==> src/rtl/d5m_capture_stream_if.sv <==
// Avalon-ST source interface carrying captured D5M pixels to the frame writer.
// master = capture front end (drives data/valid/sop/eop), slave = consumer (drives ready).
interface d5m_capture_stream_if #(
    parameter int unsigned DATA_W = 12
) ();

    logic [DATA_W-1:0] out_data;
    logic              out_valid;
    logic              out_ready;
    logic              out_sop;
    logic              out_eop;

    modport master (
        output out_data,
        output out_valid,
        output out_sop,
        output out_eop,
        input  out_ready
    );

    modport slave (
        input  out_data,
        input  out_valid,
        input  out_sop,
        input  out_eop,
        output out_ready
    );

endinterface

==> src/rtl/d5m_capture_stream.sv <==
// D5M pixel-port capture front end: synchronises FVAL/LVAL/DATA, frames COLS x LINES pixels
// into Avalon-ST packets (SOP/EOP) and buffers them in a show-ahead FIFO with backpressure.
// Supports continuous capture or single-shot (one frame, then disarmed until enable drops).
module d5m_capture_stream #(
    parameter int unsigned DATA_W      = 12,
    parameter int unsigned COLS        = 2592,
    parameter int unsigned LINES       = 1944,
    parameter int unsigned SYNC_STAGES = 2,
    parameter int unsigned FIFO_DEPTH  = 16
) (
    input  logic                  clk,
    input  logic                  rst_n,
    input  logic                  enable,
    input  logic                  single_shot,
    input  logic                  frame_valid,
    input  logic                  line_valid,
    input  logic [DATA_W-1:0]     data_in,
    d5m_capture_stream_if.master  st,
    output logic                  busy,
    output logic [15:0]           frame_count,
    output logic                  overflow_err,
    output logic                  short_err
);

    localparam int unsigned ColW  = (COLS > 1) ? $clog2(COLS) : 1;
    localparam int unsigned LineW = (LINES > 1) ? $clog2(LINES) : 1;
    localparam int unsigned PtrW  = $clog2(FIFO_DEPTH);
    localparam int unsigned CntW  = PtrW + 1;

    localparam logic [ColW-1:0]  ColLast  = ColW'(COLS - 1);
    localparam logic [LineW-1:0] LineLast = LineW'(LINES - 1);
    localparam logic [CntW-1:0]  FifoFull = CntW'(FIFO_DEPTH);

    typedef enum logic [1:0] {StIdle, StArmed, StFrame, StDone} state_e;

    // ------------------------------------------------------------------
    // Input synchronisers
    // ------------------------------------------------------------------
    logic [SYNC_STAGES-1:0] fv_sync_q;
    logic [SYNC_STAGES-1:0] lv_sync_q;
    logic [DATA_W-1:0]      d_sync_q [SYNC_STAGES];
    logic                   fv_prev_q;
    logic                   enable_q;

    logic              fv_s;
    logic              lv_s;
    logic [DATA_W-1:0] d_s;
    logic              fv_rise;

    assign fv_s    = fv_sync_q[SYNC_STAGES-1];
    assign lv_s    = lv_sync_q[SYNC_STAGES-1];
    assign d_s     = d_sync_q[SYNC_STAGES-1];
    assign fv_rise = fv_s & ~fv_prev_q;

    // Shift the asynchronous sensor pins through SYNC_STAGES flops.
    always_ff @(posedge clk or negedge rst_n) begin
        if (!rst_n) begin
            fv_sync_q <= '0;
            lv_sync_q <= '0;
            for (int i = 0; i < int'(SYNC_STAGES); i++) begin
                d_sync_q[i] <= '0;
            end
            fv_prev_q <= 1'b0;
            enable_q  <= 1'b0;
        end else begin
            fv_sync_q   <= {fv_sync_q[SYNC_STAGES-2:0], frame_valid};
            lv_sync_q   <= {lv_sync_q[SYNC_STAGES-2:0], line_valid};
            d_sync_q[0] <= data_in;
            for (int i = 1; i < int'(SYNC_STAGES); i++) begin
                d_sync_q[i] <= d_sync_q[i-1];
            end
            fv_prev_q <= fv_s;
            enable_q  <= enable;
        end
    end

    // ------------------------------------------------------------------
    // Framing FSM
    // ------------------------------------------------------------------
    state_e             state_q, state_d;
    logic [ColW-1:0]    col_q, col_d;
    logic [LineW-1:0]   line_q, line_d;
    logic               ss_q, ss_d;
    // Set once a single-shot frame has completed; keeps IDLE from re-arming until enable drops.
    logic               ss_done_q, ss_done_d;
    // Line already has COLS pixels; further LVAL is ignored until it falls.
    logic               line_full_q, line_full_d;
    logic               pushed_q, pushed_d;
    logic [15:0]        fcount_q, fcount_d;
    logic               short_set;

    logic               push_valid;
    logic [DATA_W-1:0]  push_data;
    logic               push_sop;
    logic               push_eop;

    // Advance the framing state and counters.
    always_ff @(posedge clk or negedge rst_n) begin
        if (!rst_n) begin
            state_q     <= StIdle;
            col_q       <= '0;
            line_q      <= '0;
            ss_q        <= 1'b0;
            ss_done_q   <= 1'b0;
            line_full_q <= 1'b0;
            pushed_q    <= 1'b0;
            fcount_q    <= '0;
        end else begin
            state_q     <= state_d;
            col_q       <= col_d;
            line_q      <= line_d;
            ss_q        <= ss_d;
            ss_done_q   <= ss_done_d;
            line_full_q <= line_full_d;
            pushed_q    <= pushed_d;
            fcount_q    <= fcount_d;
        end
    end

    // Next-state logic and pixel push request generation.
    always_comb begin
        state_d     = state_q;
        col_d       = col_q;
        line_d      = line_q;
        ss_d        = ss_q;
        ss_done_d   = ss_done_q;
        line_full_d = line_full_q;
        pushed_d    = pushed_q;
        fcount_d    = fcount_q;
        short_set   = 1'b0;
        push_valid  = 1'b0;
        push_data   = '0;
        push_sop    = 1'b0;
        push_eop    = 1'b0;

        if (!enable) begin
            ss_done_d = 1'b0;
        end

        unique case (state_q)
            StIdle: begin
                if (enable && !ss_done_q) begin
                    state_d = StArmed;
                end
            end
            StArmed: begin
                if (!enable) begin
                    state_d = StIdle;
                end else if (fv_rise) begin
                    ss_d        = single_shot;
                    col_d       = '0;
                    line_d      = '0;
                    line_full_d = 1'b0;
                    pushed_d    = 1'b0;
                    state_d     = StFrame;
                end
            end
            StFrame: begin
                if (!lv_s) begin
                    line_full_d = 1'b0;
                end
                if (!fv_s) begin
                    // Frame cut short: close the packet with a filler EOP if one was opened.
                    short_set = 1'b1;
                    if (pushed_q) begin
                        push_valid = 1'b1;
                        push_eop   = 1'b1;
                    end
                    state_d = StDone;
                end else if (lv_s && !line_full_q) begin
                    push_valid = 1'b1;
                    push_data  = d_s;
                    push_sop   = (col_q == '0) && (line_q == '0);
                    push_eop   = (col_q == ColLast) && (line_q == LineLast);
                    pushed_d   = 1'b1;
                    if (col_q == ColLast) begin
                        col_d       = '0;
                        line_d      = line_q + LineW'(1);
                        line_full_d = 1'b1;
                    end else begin
                        col_d = col_q + ColW'(1);
                    end
                    if (push_eop) begin
                        fcount_d = fcount_q + 16'd1;
                        state_d  = StDone;
                    end
                end
            end
            StDone: begin
                if (!fv_s) begin
                    if (ss_q || !enable) begin
                        state_d = StIdle;
                        if (ss_q && enable) begin
                            ss_done_d = 1'b1;
                        end
                    end else begin
                        state_d = StArmed;
                    end
                end
            end
            default: state_d = StIdle;
        endcase
    end

    // ------------------------------------------------------------------
    // Push pipeline register and output FIFO
    // ------------------------------------------------------------------
    logic              wr_valid_q;
    logic [DATA_W-1:0] wr_data_q;
    logic              wr_sop_q;
    logic              wr_eop_q;

    logic [DATA_W+1:0] mem_q [FIFO_DEPTH];
    logic [PtrW-1:0]   wr_ptr_q, rd_ptr_q;
    logic [CntW-1:0]   count_q;
    logic              eop_pend_q, eop_pend_d;

    logic              fifo_full;
    logic              pop;
    logic              can_write;
    logic              fifo_we;
    logic [DATA_W-1:0] we_data;
    logic              we_sop;
    logic              we_eop;
    logic              ovf_set;
    logic [DATA_W+1:0] rd_word;

    assign fifo_full = (count_q == FifoFull);
    assign pop       = st.out_valid & st.out_ready;
    // A pop in the same cycle frees the slot, so a full FIFO still accepts the push.
    assign can_write = !fifo_full || pop;

    // Register push requests one cycle before the FIFO write.
    always_ff @(posedge clk or negedge rst_n) begin
        if (!rst_n) begin
            wr_valid_q <= 1'b0;
            wr_data_q  <= '0;
            wr_sop_q   <= 1'b0;
            wr_eop_q   <= 1'b0;
        end else begin
            wr_valid_q <= push_valid;
            wr_data_q  <= push_data;
            wr_sop_q   <= push_sop;
            wr_eop_q   <= push_eop;
        end
    end

    // Decide what gets written; a dropped EOP is kept pending so the packet still terminates.
    always_comb begin
        fifo_we    = 1'b0;
        we_data    = '0;
        we_sop     = 1'b0;
        we_eop     = 1'b0;
        eop_pend_d = eop_pend_q;
        ovf_set    = 1'b0;
        if (wr_valid_q) begin
            if (can_write) begin
                fifo_we    = 1'b1;
                we_data    = wr_data_q;
                we_sop     = wr_sop_q;
                we_eop     = wr_eop_q | eop_pend_q;
                eop_pend_d = 1'b0;
            end else begin
                ovf_set = 1'b1;
                if (wr_eop_q) begin
                    eop_pend_d = 1'b1;
                end
            end
        end else if (eop_pend_q && can_write) begin
            fifo_we    = 1'b1;
            we_eop     = 1'b1;
            eop_pend_d = 1'b0;
        end
    end

    // FIFO storage; contents need no reset because the pointers gate visibility.
    always_ff @(posedge clk) begin
        if (fifo_we) begin
            mem_q[wr_ptr_q] <= {we_sop, we_eop, we_data};
        end
    end

    // FIFO pointers, occupancy and pending-EOP flag.
    always_ff @(posedge clk or negedge rst_n) begin
        if (!rst_n) begin
            wr_ptr_q   <= '0;
            rd_ptr_q   <= '0;
            count_q    <= '0;
            eop_pend_q <= 1'b0;
        end else begin
            eop_pend_q <= eop_pend_d;
            if (fifo_we) begin
                wr_ptr_q <= wr_ptr_q + PtrW'(1);
            end
            if (pop) begin
                rd_ptr_q <= rd_ptr_q + PtrW'(1);
            end
            if (fifo_we && !pop) begin
                count_q <= count_q + CntW'(1);
            end else if (!fifo_we && pop) begin
                count_q <= count_q - CntW'(1);
            end
        end
    end

    // Sticky error flags, cleared on the falling edge of enable.
    always_ff @(posedge clk or negedge rst_n) begin
        if (!rst_n) begin
            overflow_err <= 1'b0;
            short_err    <= 1'b0;
        end else if (enable_q && !enable) begin
            overflow_err <= 1'b0;
            short_err    <= 1'b0;
        end else begin
            if (ovf_set) begin
                overflow_err <= 1'b1;
            end
            if (short_set) begin
                short_err <= 1'b1;
            end
        end
    end

    assign rd_word      = mem_q[rd_ptr_q];
    assign st.out_valid = (count_q != '0);
    assign st.out_data  = st.out_valid ? rd_word[DATA_W-1:0] : '0;
    assign st.out_eop   = st.out_valid & rd_word[DATA_W];
    assign st.out_sop   = st.out_valid & rd_word[DATA_W+1];
    assign busy         = (state_q != StIdle);
    assign frame_count  = fcount_q;

endmodule

==> src/flat_wrapper.sv <==
// flat-port wrapper written by rule: the top's interface ports become plain ports
module d5m_capture_stream_flat 
#(
    parameter int unsigned DATA_W      = 12,
    parameter int unsigned COLS        = 2592,
    parameter int unsigned LINES       = 1944,
    parameter int unsigned SYNC_STAGES = 2,
    parameter int unsigned FIFO_DEPTH  = 16
)
  (clk, rst_n, enable, single_shot, frame_valid, line_valid, data_in, busy, frame_count, overflow_err, short_err, st_out_data, st_out_valid, st_out_sop, st_out_eop, st_out_ready);
  d5m_capture_stream_if #(.DATA_W(DATA_W)) st_i ();
  input  logic clk;
  input  logic rst_n;
  input  logic enable;
  input  logic single_shot;
  input  logic frame_valid;
  input  logic line_valid;
  input  logic [DATA_W-1:0] data_in;
  output logic busy;
  output logic [15:0] frame_count;
  output logic overflow_err;
  output logic short_err;
  output wire logic [$bits(st_i.out_data)-1:0] st_out_data;
  output wire logic [$bits(st_i.out_valid)-1:0] st_out_valid;
  output wire logic [$bits(st_i.out_sop)-1:0] st_out_sop;
  output wire logic [$bits(st_i.out_eop)-1:0] st_out_eop;
  input wire logic [$bits(st_i.out_ready)-1:0] st_out_ready;
  assign st_out_data = st_i.out_data;
  assign st_out_valid = st_i.out_valid;
  assign st_out_sop = st_i.out_sop;
  assign st_out_eop = st_i.out_eop;
  assign st_i.out_ready = st_out_ready;
  d5m_capture_stream #(.DATA_W(DATA_W), .COLS(COLS), .LINES(LINES), .SYNC_STAGES(SYNC_STAGES), .FIFO_DEPTH(FIFO_DEPTH)) u_core (.clk(clk), .rst_n(rst_n), .enable(enable), .single_shot(single_shot), .frame_valid(frame_valid), .line_valid(line_valid), .data_in(data_in), .st(st_i), .busy(busy), .frame_count(frame_count), .overflow_err(overflow_err), .short_err(short_err));
endmodule
==> config.mk <==
export PLATFORM = sky130hd
export DESIGN_NAME = d5m_capture_stream_flat
export DESIGN_NICKNAME = d
export VERILOG_FILES = /design/src/rtl/d5m_capture_stream_if.sv /design/src/rtl/d5m_capture_stream.sv /design/src/flat_wrapper.sv
export SDC_FILE = /design/constraint.sdc
export NUM_CORES = 1
export LEC_CHECK = 0
export ABC_AREA = 1
export CELL_PAD_IN_SITES_DETAIL_PLACEMENT = 1
export CELL_PAD_IN_SITES_GLOBAL_PLACEMENT = 2
export CORE_ASPECT_RATIO = 0.75
export CORE_MARGIN = 2
export CORE_UTILIZATION = 41
export CTS_CLUSTER_DIAMETER = 150
export CTS_CLUSTER_SIZE = 16
export DETAILED_ROUTE_END_ITERATION = 8
export PLACE_DENSITY_LB_ADDON = 0.05
export RECOVER_POWER = 25
export SLEW_MARGIN = 20
export SYNTH_ARGS = -nofsm -noshare
export SYNTH_HDL_FRONTEND = slang
export SYNTH_SLANG_ARGS = --single-unit
==> constraint.sdc <==
create_clock -name clk -period 2.5 [get_ports clk]
set_clock_uncertainty 0.05 [all_clocks]
set_input_delay 0.25 -clock clk [delete_from_list [all_inputs] [get_ports clk]]
set_output_delay 0.25 -clock clk [all_outputs]
set_load 0.01 [all_outputs]
==> images/route_heat.png <==
Drawn at 1.5 px/um. 22 x 16 tiles, from white (low) to dark blue (high), scaled to the fullest tile. Values are wire area over tile area, all layers added.
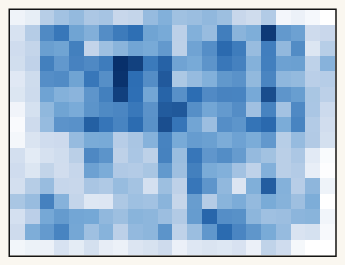
- nearly empty tiles: 1.4%
- mean over tiles: 0.17
- fullest tile: 0.39
- tiles over half the peak: 38%
Total GRT Usage: 22.32%
WL final: 38,400 um
vias: 9,766
WL/cell: 20.16 um

==> images/gates.png <==
Drawn at 1.5 px/um.
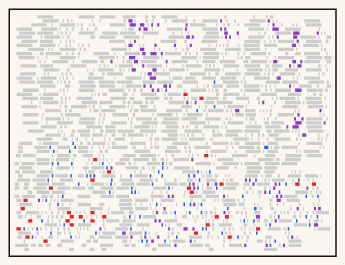
- aoi and oai cells: purple (cells 120)
- inv cells: blue (cells 98)
- xor and xnor cells: red (cells 32)
Comb/total area: 24.67%
most frequent logic cell in the layout: nand2_1

==> images/congestion_map.png <==
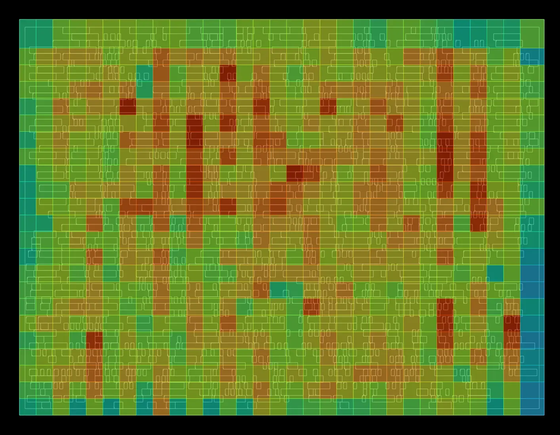
met2 global-route usage: 34.46%
fin util: 50.58%
gr busiest metal: met2
met1 Resource Use GR: 34.43%
routing usage on met3: 2.700%

[cells by family (layout without fill, tap and decap cells)]
kind of cell,count (synthesis),after routing,share of synthesized area (%)
AND-OR/OR-AND,122,122,4.839
XOR/XNOR,32,32,2.011
adder cells (fa/ha/maj),15,15,1.401
buffers and inverters,153,295,4.489
flip-flops,330,330,67.30
AND/OR/NAND/NOR,661,661,19.96
[metal layers]
layer  routed length (um)  vias up  track usage, %
met5                    0        -               0
met4                  512        0           3.487
met3                 1441       42           2.700
met2                17060      171           34.46
met1                19390     4907           34.43
li1                     -     4646               -
[synth_stat cells, types with 4 or more instances]
cell type	count	area, sq um
nand4_1	6	37.54
nor3_1	20	100.1
xnor2_1	6	52.55
xor2_1	26	227.7
o31ai_1	14	105.1
dfrtp_1	106	2653
o21ai_0	42	210.2
inv_1	91	341.6
ha_1	14	175.2
o21ai_1	4	20.02
a21oi_1	52	260.3
nor2_4	4	45.04
buf_2	24	120.1
nor2_1	106	397.9
clkbuf_1	26	97.59
edfxtp_1	224	6726
inv_2	4	15.01
nand3_1	147	735.7
nand2_1	366	1374
[sequential cells by signal, indices dropped and copies added, names as in the netlist, 2 cells and up, named ones only]
signal / count
u_core.mem_q: 224
u_core.frame_count: 16
u_core.col_q: 12
u_core.d_s: 12
u_core.d_sync_q: 12
u_core.wr_data_q: 12
u_core.line_q: 11
u_core.count_q: 5
u_core.rd_ptr_q: 4
u_core.wr_ptr_q: 4
u_core.fv_sync_q: 2
u_core.lv_sync_q: 2
[critical path, stage by stage, from the launching register on]
cell and delay (ns):
dfrtp_4 0.46, clkinv_4 0.08, buf_12 0.14, buf_12 0.14, buf_12 0.13, buf_8 0.13, buf_6 0.12, nand2_4 0.04
a21oi_2 0.05, o31ai_2 0.24, a21oi_2 0.08, buf_4 0.16
[report_power, final]
part           internal [mW]  leakage (nW)  total (mW)  switching (mW)
clock network           1.81         0.326        3.68            1.87
registers               6.09          3.42        6.36           0.271
logic                   2.90          2.97        6.99            4.09
total                   10.8          6.72        17.0            6.23
[worst min-delay path by stage]
stage | endpoint | slack [ns] | cells past startpoint
5_1_grt | u_core.d_sync_q[22] | 0.18 | 1
4_1_cts | u_core.d_sync_q[16] | 0.06 | 1
3_3_place_gp | u_core.frame_count[7] | 0.23 | 1
6_report | u_core.fv_sync_q[0] | 0.20 | 1
3_5_place_dp | u_core.frame_count[7] | 0.23 | 1
2_1_floorplan | async pin | -0.1 | 0
[layout make-up]
type                    count  area, sq um
well taps                 450        563.0
clock buffers              40        660.6
fillers                  3600        16570
repair buffers            155         1765
flip-flops and latches    330         9384
multi-input cells         830         4184
clock inverters             2        25.02
inverters                  98        375.4
[per-stage QoR]
step / setup WS (ns) / hold WS (ns) / cells / TNS [ns] / utilization, %
floorplan: 0.1385 / -0.09559 / 1313 / 0 / -
global placement: -0.005005 / 0.2283 / 1832 / -0.005005 / 46.44
detailed placement: -0.1507 / 0.2308 / 1832 / -2.535 / 46.44
CTS: -0.1432 / 0.06395 / 1900 / -1.176 / 49.97
global route: -0.2301 / 0.1814 / 1905 / -4.276 / 50.58
finish: -0.1263 / 0.2015 / 1905 / -0.9023 / 50.58
==> Changelog: implementation <==
## Flow update

- Crit path max fanout: 7
- Top cells excl fill/tap: nand2_1, edfxtp_1, nand3_1
- Rows: ~58
- # setup viols final: 13
- Die extent in y: 163.7 um
- Pins Over Slew Limit: 0
- Commonest flop: edfxtp_1
- TritonCTS sink count: around 330
- Starting DRT DRC Count: between 600 and 700
- Mapped Nets: approximately 1,300
- Avg Synthesized Cell Area: between 10 and 15 sq um
- Vias per cell: roughly 5
- HPWL after DPL: 24,740 um
- RR Endpoint: u_core.count_q[4]
- Worst EP required: between 2 and 2.5 ns
- Leak pwr: between 6 and 7 nW
- Worst-path clk slew: 0.07 ns
- Worst reg2reg startpoint: u_core.count_q[1]
- Worst-margin pin slew: between 1 and 1.5 ns
- Global-route wire length before repair: about 60,000 um
- Status: finished, violations left
- # resized after CTS: roughly 110
- H-tree depth: 1
- Period utilization: 105.1%
- Yosys cell types: just over 40
- Crit. Startpoint: u_core.rd_ptr_q[0]
- Ys Warns: 0
- Failing checks: negative setup slack
- CP Class: flip-flop to output port
- Min-delay src: frame_valid
- Final instance area: between 15,000 and 20,000 sq um
- Setup ws final: -0.1263 ns
- R2R setup slack: ~0.1 ns
- Area after DPL: ~16,000 sq um
- Initial antenna violation count: 0
- Layout cell share with drive strength beyond 1: between 10% and 20%
- Max Clk Rate: 0.3808 GHz
- Setup Buffers After CTS: 19
- Startpoint Class: flip-flop
- Die area: between 30,000 and 40,000 sq um
- Hold-fix buffers at CTS: 1
- Log Warnings: 33
- Clk ins delay skew pair: 0.55 ns
- R2R cell count: 14
- Largest net degree at the start of global routing: 53
- Yosys Instances: 1,313
- PortBufs: 52
- Drt drc: 0
- Final Power: ~17 mW
- CTS tree: built
- PwrDens: approximately 1000 nW/um^2
- Yosys chip area: roughly 14,000 sq um
- Crit path capture: st_out_data[10]
- Final hold vios: 0
- Clk root buf: clkbuf_16
No activity file was given, so power comes from the tool's default toggle rates.
